### src/rtl/stopwatch_time_core.sv
// Stopwatch time-keeping core: debounced start/clear buttons, IDLE/RUN/PAUSE control,
// 1 Hz prescaler and a BCD HH:MM:SS counter feeding the 7-segment display stage.
module stopwatch_time_core #(
    parameter int TICK_DIV        = 100000000,
    parameter int DEBOUNCE_CYCLES = 1000000
) (
    input  logic        clock_100Mhz,
    input  logic        reset,
    input  logic        start_btn,
    input  logic        clear_btn,
    output logic [23:0] time_bcd,
    output logic        running,
    output logic        tick_1hz,
    output logic [1:0]  fsm_state
);

    localparam int PW = (TICK_DIV > 1) ? $clog2(TICK_DIV) : 1;
    localparam int DW = (DEBOUNCE_CYCLES > 1) ? $clog2(DEBOUNCE_CYCLES) : 1;
    localparam logic [PW-1:0] PRE_LAST = PW'(TICK_DIV - 1);
    localparam logic [DW-1:0] DEB_LAST = DW'(DEBOUNCE_CYCLES - 1);

    typedef enum logic [1:0] {
        IDLE  = 2'd0,
        RUN   = 2'd1,
        PAUSE = 2'd2
    } state_t;

    state_t          state;
    logic [PW-1:0]   prescale;

    // Bit 0 is the start button, bit 1 the clear button.
    logic [1:0]      btn_raw;
    logic [1:0]      sync1;
    logic [1:0]      sync2;
    logic [1:0]      stable;
    logic [1:0]      press;
    logic [DW-1:0]   deb_cnt [2];

    assign btn_raw   = {clear_btn, start_btn};
    assign fsm_state = state;

    always_ff @(posedge clock_100Mhz or posedge reset) begin
        if (reset) begin
            sync1      <= '0;
            sync2      <= '0;
            stable     <= '0;
            press      <= '0;
            deb_cnt[0] <= '0;
            deb_cnt[1] <= '0;
        end else begin
            sync1 <= btn_raw;
            sync2 <= sync1;
            press <= '0;
            for (int i = 0; i < 2; i++) begin
                if (sync2[i] == stable[i]) begin
                    deb_cnt[i] <= '0;
                end else if (deb_cnt[i] == DEB_LAST) begin
                    // Level accepted; only a rising stable level is a press.
                    stable[i]  <= sync2[i];
                    press[i]   <= sync2[i];
                    deb_cnt[i] <= '0;
                end else begin
                    deb_cnt[i] <= deb_cnt[i] + DW'(1);
                end
            end
        end
    end

    function automatic logic [23:0] bcd_inc(input logic [23:0] t);
        logic [3:0] s0, s1, m0, m1, h0, h1;
        {h1, h0, m1, m0, s1, s0} = t;
        if (s0 != 4'd9) begin
            s0 = s0 + 4'd1;
        end else begin
            s0 = 4'd0;
            if (s1 != 4'd5) begin
                s1 = s1 + 4'd1;
            end else begin
                s1 = 4'd0;
                if (m0 != 4'd9) begin
                    m0 = m0 + 4'd1;
                end else begin
                    m0 = 4'd0;
                    if (m1 != 4'd5) begin
                        m1 = m1 + 4'd1;
                    end else begin
                        m1 = 4'd0;
                        if (h1 == 4'd2 && h0 == 4'd3) begin
                            h1 = 4'd0;
                            h0 = 4'd0;
                        end else if (h0 != 4'd9) begin
                            h0 = h0 + 4'd1;
                        end else begin
                            h0 = 4'd0;
                            h1 = h1 + 4'd1;
                        end
                    end
                end
            end
        end
        return {h1, h0, m1, m0, s1, s0};
    endfunction

    always_ff @(posedge clock_100Mhz or posedge reset) begin
        if (reset) begin
            state    <= IDLE;
            running  <= 1'b0;
            tick_1hz <= 1'b0;
            prescale <= '0;
            time_bcd <= '0;
        end else begin
            tick_1hz <= 1'b0;
            case (state)
                IDLE: begin
                    prescale <= '0;
                    if (press[0]) begin
                        state   <= RUN;
                        running <= 1'b1;
                    end
                end
                RUN: begin
                    // The second keeps counting on the edge that pauses.
                    if (prescale == PRE_LAST) begin
                        prescale <= '0;
                        tick_1hz <= 1'b1;
                        time_bcd <= bcd_inc(time_bcd);
                    end else begin
                        prescale <= prescale + PW'(1);
                    end
                    if (press[0]) begin
                        state   <= PAUSE;
                        running <= 1'b0;
                    end
                end
                PAUSE: begin
                    if (press[1]) begin
                        state    <= IDLE;
                        prescale <= '0;
                        time_bcd <= '0;
                    end else if (press[0]) begin
                        state   <= RUN;
                        running <= 1'b1;
                    end
                end
                default: begin
                    state   <= IDLE;
                    running <= 1'b0;
                end
            endcase
        end
    end

endmodule

### config.mk
export PLATFORM = sky130hd
export DESIGN_NAME = stopwatch_time_core
export DESIGN_NICKNAME = d
export VERILOG_FILES = /design/src/rtl/stopwatch_time_core.sv
export SDC_FILE = /design/constraint.sdc
export NUM_CORES = 1
export LEC_CHECK = 0
export CAP_MARGIN = 10
export CORE_ASPECT_RATIO = 0.9
export CORE_MARGIN = 1.5
export CORE_UTILIZATION = 55
export CTS_BUF_LIST = sky130_fd_sc_hd__clkbuf_2 sky130_fd_sc_hd__clkbuf_4 sky130_fd_sc_hd__clkbuf_8
export CTS_CLUSTER_SIZE = 30
export DETAILED_ROUTE_END_ITERATION = 10
export GPL_TIMING_DRIVEN = 1
export PLACE_DENSITY = 0.75
export SETUP_SLACK_MARGIN = 0.15
export SKIP_CTS_REPAIR_TIMING = 1
export SLEW_MARGIN = 10
export SYNTH_ARGS = -nofsm -noshare
export SYNTH_HDL_FRONTEND = slang
export SYNTH_SLANG_ARGS = --single-unit
### constraint.sdc
create_clock -name clock_100Mhz -period 4 [get_ports clock_100Mhz]
set_clock_uncertainty 0.2 [all_clocks]
set_input_delay 0.8 -clock clock_100Mhz [delete_from_list [all_inputs] [get_ports clock_100Mhz]]
set_output_delay 0.8 -clock clock_100Mhz [all_outputs]
set_load 0.1 [all_outputs]
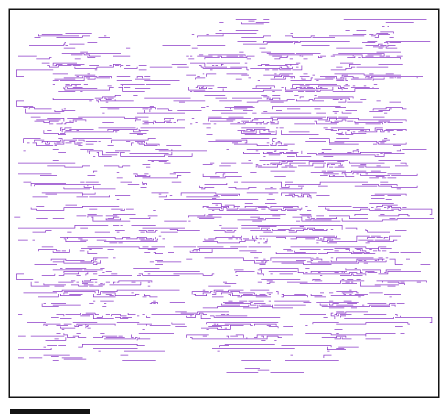
Figure 1: run 1, the metal 1 layer.
Scale bar: 20 µm.
main direction: horizontal
nets with wire on the layer: 538
wire length on this layer: 5,170 µm
share of all routed wire: 49%
longest straight run: 25.3 µm

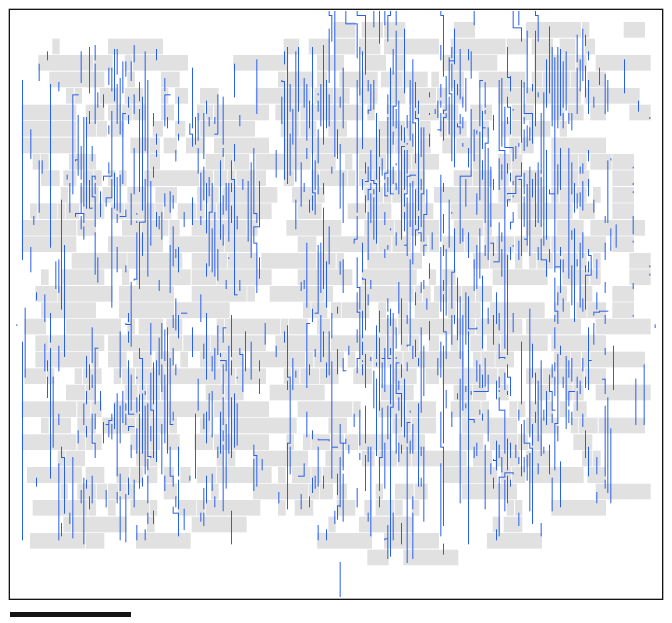
Figure 2: run 1, signal wires on met2.
Scale bar: 20 µm.
main direction: vertical
longest straight run: 35.4 µm
share of all routed wire: 46%
wire length on this layer: 4,810 µm

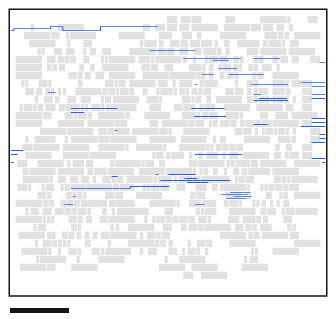
Figure 3: run 1, the metal 3 layer.
Scale bar: 20 µm.
wire length on this layer: 396 µm
longest straight run: 23.5 µm
share of all routed wire: 3.8%

==> impl_metrics.py, run 1 <==
# Metrics from the implementation run
metrics = {
    "setup_path": {
        "path_buffers": 1,
        "crit_family": "buffers and inverters",
        "end_kind": "output port",
        "crit_path_top_delay_cell": "clkdlybuf4s50_1",
        "crit_path_end": "fsm_state[0]",
        "crit_path_start": "fsm_state[0]$_DFFE_PP0P_",
        "cp_max_fo": 9,
        "cp.required_ps": 3000,
        "cp_slowest_stage_delay_ps": 1180,
        "crit_cells": 1,
        "crit_path_start_kind": "register",
        "r2r_start": "fsm_state[1]$_DFFE_PP0P_",
        "crit_path_cell_trace": "clkdlybuf4s50_1",
        "crit_type": "register to output port",
    },
    "global_route": {
        "met2_usage": 0.338,
        "grt_start_max_net_pins": 54,
        "grt_pass1_wl_mm": 18.4,
        "grtUsageMet1": 0.311,
        "globalRouteOverflowTotal": 0,
        "grt_pass1_vias": 3861,
        "grtUsageMet3": 0.0476,
        "grt.total_usage": 0.217,
        "antenna_found_initial": 0,
        "busiest_layer": "met2",
    },
    "hold_path": {
        "hp-start": "sync1[0]$_DFF_PP0_",
        "min_path_type": "register to register",
        "holdPathStages": 0,
        "min_to": "sync2[0]$_DFF_PP0_",
    },
    "power": {
        "leakagePower_nw": 2.58,
        "switching_power_uw": 410,
        "seq_cell_power_mw": 1.05,
        "seqPwrFrac": 0.597,
        "power.total_mw": 1.77,
        "pg_comb_uw": 39.7,
        "switching_share": 0.232,
    },
    "logic_synthesis": {
        "syn_area_per_cell_um2": 9.90,
        "async_flop_share": 1.00,
        "yosys-top-cells-area": "dfrtp_1 48%, nor2_1 5.7%, xor2_1 5.0%, xnor2_1 4.2%, nand3_1 3.5%",
        "ys.flops": 103,
        "synth-compound-area-share": 0.0802,
        "ys_top_cells_by_count": "103 x dfrtp_1, 82 x nor2_1, 39 x nand2_1",
        "yosys_cells": 547,
        "top_cell_area_share": 0.476,
        "ys_top_logic_family": "simple AND/OR/NAND/NOR gates",
        "synth_nets": 566,
        "synth.distinct_cells": 59,
    },
    "route": {
        "dr.pass1.iters": 4,
        "drt_iter0_drc": 177,
        "drc": 0,
        "avgViaCountPerCell": 5.76,
        "wl_met3_um": 396,
        "wirelength_mm": 10.5,
        "top_layer": "met4",
        "ant_nets": 0,
    },
    "finish": {
        "fin_util": 0.628,
        "drive_gt1_frac": 0.0772,
        "num-fill-cells": 840,
        "comb_share": 0.447,
        "seq_share": 0.427,
        "post-route-cell-area_um2": 6040,
        "fin_cells": 709,
        "most-common-layout-cells": "103 x dfrtp_1, 82 x nor2_1, 39 x nand2_1",
        "largest_register_ffs": 40,
        "clk_share": 0.0340,
        "nets": 597,
        "clkbuf_count": 9,
        "inv_count": 17,
        "non_clock_buffer_count": 33,
        "largest_class": "logic gates",
        "regArea_um2": 2580,
        "bufAreaShareNonClock": 0.0555,
    },
    "final_timing": {
        "hold_violations": 0,
        "fmax_ghz": 0.331,
        "finalClockPeriodUsage": 0.756,
        "tns_ps": 0,
        "setup_violations": 0,
        "finalCriticalPeriod_ps": 3030,
        "slew_violations": 0,
        "worst_pin_slew_ps": 1060,
    },
    "placed_design": {
        "place_ws_ps": 1390,
        "numPortBuffers": 31,
        "place.gp.congestion": 0.836,
        "hpwl_mm": 7.45,
        "placedInstanceArea_um2": 5840,
    },
    "die": {
        "n_tap_cell": 126,
        "ioPinCount": 32,
        "die_w_um": 108,
        "fp_util": 0.563,
        "num_rows": 34,
        "chip_area_um2": 10500,
    },
    "cts": {
        "htreeDepth": 3,
        "cts_tree": "done",
        "clkSinkCount": 103,
    },
    "status": {
        "status": "completed",
    },
}
Figure 4. Cell density map (run 1).
The die is cut into 11 by 10 equal tiles; white is low, dark blue is high, 0 to 100% covered.
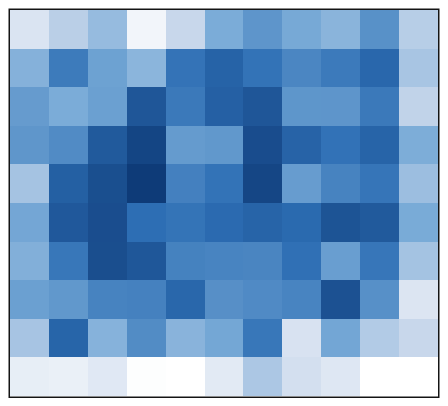

## Run 2: what changed since run 1
Clock period 4 ns to 3.1 ns, I/O delays scaled along.
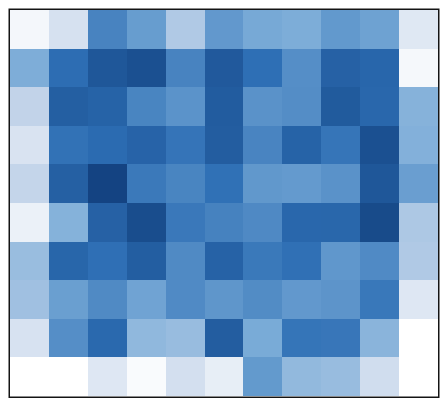
Figure 5: run 2, cell density map.
The die is cut into 11 by 10 equal tiles; white is low, dark blue is high, 0 to 100% covered.
nearly empty tiles: 3.6%
fullest tile: 92%
mean over tiles: 56%
tiles over 75% full: 26%

==> run 2 against run 1 <==
Against the previous run: synthesized area did not move; via count is 0.34% higher; cell area decreased by 0.19%; setup slack worse by 530 ps; critical endpoint is now time_bcd[20]$_DFFE_PP0P_; total power up 35%; critical path depth increased by 5; largest power group unchanged; first-iteration DRC count grew 16%; synthesized cell count did not move; wire length increased by 2.4%.
==> impl_metrics.py, run 2 <==
# Metrics from the implementation run
metrics = {
    "logic_synthesis": {
        "syn-cell-area_um2": 5420,
        "syn_inst": 547,
        "ys_seq_frac": 0.476,
        "synth-edff-count": 0,
        "synth-compound-area-share": 0.0802,
        "syn_area_per_cell_um2": 9.90,
        "ys.flops": 103,
        "synthMostInstantiatedCell": "dfrtp_1",
        "yosys_cells": 547,
        "ys_top_logic_family": "simple AND/OR/NAND/NOR gates",
        "synth_nets": 566,
        "ys_area_um2": 5420,
        "mux_area_frac": 0.0224,
        "yosys.area.top_type": "dfrtp_1",
        "ys_top_cells_by_count": "103 x dfrtp_1, 82 x nor2_1, 39 x nand2_1",
        "synth.distinct_cells": 59,
        "yosys-top-cells-area": "dfrtp_1 48%, nor2_1 5.7%, xor2_1 5.0%, xnor2_1 4.2%, nand3_1 3.5%",
        "async_flop_share": 1.00,
        "top_cell_area_share": 0.476,
    },
    "die": {
        "ioPinCount": 32,
        "n_tap_cell": 126,
        "chip_area_um2": 10500,
        "die_h_um": 97.1,
        "num_rows": 34,
        "core_area_um2": 9610,
        "fp_util": 0.563,
        "die_w_um": 108,
    },
    "route": {
        "ant_nets": 0,
        "wirelength_mm": 10.7,
        "dr.pass1.iters": 4,
        "wl_met3_um": 342,
        "top_layer": "met4",
        "avgViaCountPerCell": 5.76,
        "wire_per_inst_um": 15.1,
        "drt_iter0_drc": 205,
        "drc": 0,
    },
    "global_route": {
        "met2_usage": 0.360,
        "grtUsageMet1": 0.312,
        "grt_pass1_wl_mm": 18.8,
        "globalRouteOverflowTotal": 0,
        "grt.total_usage": 0.224,
        "antenna_found_initial": 0,
        "grtUsageMet3": 0.0402,
        "busiest_layer": "met2",
        "grt_pass1_vias": 4026,
        "grt_start_max_net_pins": 34,
    },
    "finish": {
        "largest_register_ffs": 40,
        "area_growth_pct": 11.3,
        "design.seq.count": 103,
        "drive_gt1_frac": 0.126,
        "fin_util": 0.627,
        "inv_count": 17,
        "non_clock_buffer_count": 35,
        "lay_top_count": "dfrtp_1",
        "num-fill-cells": 833,
        "seq_share": 0.427,
        "clkbuf_count": 9,
        "bufAreaShareNonClock": 0.0490,
        "comb_share": 0.448,
        "antenna_cells": 0,
        "post-route-cell-area_um2": 6030,
        "nets": 599,
        "most-common-layout-cells": "103 x dfrtp_1, 82 x nor2_1, 39 x nand2_1",
        "reg_top3": "deb_cnt x40, prescale x27, time_bcd x24",
        "fin_cells": 711,
        "regArea_um2": 2580,
        "clk_share": 0.0386,
        "largest_class": "logic gates",
        "mi_logic_area_um2": 2700,
        "top_register": "deb_cnt",
    },
    "final_timing": {
        "fmax_ghz": 0.377,
        "tns_ps": 0,
        "hold_violations": 0,
        "setup_violations": 0,
        "whs_ps": 158,
        "max-slew-margin-rel": 0.335,
        "rsz0062_at_grt": "no",
        "worst_pin_slew_ps": 993,
        "slew_violations": 0,
        "finalClockPeriodUsage": 0.857,
        "finalCriticalPeriod_ps": 2660,
    },
    "power": {
        "power.total_mw": 2.38,
        "switching_share": 0.225,
        "seq_cell_power_mw": 1.36,
        "seqPwrFrac": 0.572,
        "power-top-group": "sequential cells",
        "leakagePower_nw": 2.67,
        "p_clk_uw": 961,
        "switching_power_uw": 535,
        "p_comb_frac": 0.023,
        "vdd_drop_max_mv": 0.301,
        "pg_comb_uw": 54.9,
        "p_int_mw": 1.84,
    },
    "placed_design": {
        "placedInstanceArea_um2": 5800,
        "place.gp.congestion": 0.848,
        "hpwl_mm": 7.75,
        "place_ws_ps": 493,
        "numPortBuffers": 31,
        "dp.cells": 695,
    },
    "cts": {
        "cts_tree": "done",
        "clock_latency_ps": 380,
        "clk_root_buffer_cell": "clkbuf_8",
        "numCtsBuffers": 9,
        "clkSinkCount": 103,
        "htreeDepth": 3,
    },
    "run": {
        "maxCapViolCount": 0,
    },
    "hold_path": {
        "hp-start": "sync1[0]$_DFF_PP0_",
        "holdPathStages": 0,
        "min_path_type": "register to register",
        "min_to": "sync2[0]$_DFF_PP0_",
    },
    "setup_path": {
        "cp_data_arrival_time_ps": 2730,
        "cp.required_ps": 3170,
        "crit_path_cell_trace": "nand2b_1 -> nor4_4 -> nand2_1 -> inv_2 -> o211ai_1 -> mux2_2",
        "crit_family": "simple AND/OR/NAND/NOR gates",
        "r2r_setup_slack_ps": 440,
        "crit_path_start_kind": "register",
        "crit_type": "register to register",
        "end_kind": "register",
        "crit_path_end": "time_bcd[20]$_DFFE_PP0P_",
        "crit_path_top_delay_cell": "nor4_4",
        "cp_max_fo": 12,
        "cp_slowest_stage_delay_ps": 690,
        "worst_r2r_path_depth": 6,
        "crit_cells": 6,
        "path_buffers": 1,
        "r2r_start": "fsm_state[1]$_DFFE_PP0P_",
        "crit_path_start": "fsm_state[1]$_DFFE_PP0P_",
    },
    "status": {
        "status": "completed",
    },
}
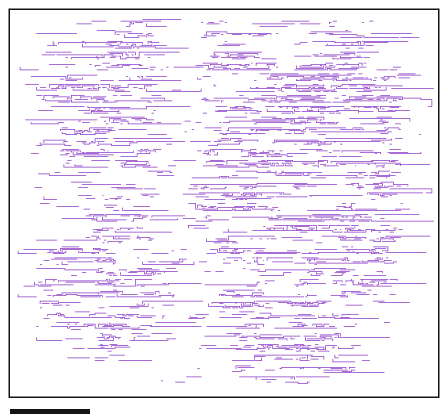
Figure 6: run 2, the metal 1 layer.
Scale bar: 20 µm.
share of all routed wire: 48%
longest straight run: 23.5 µm

Power is estimated from default activity; no workload was simulated.
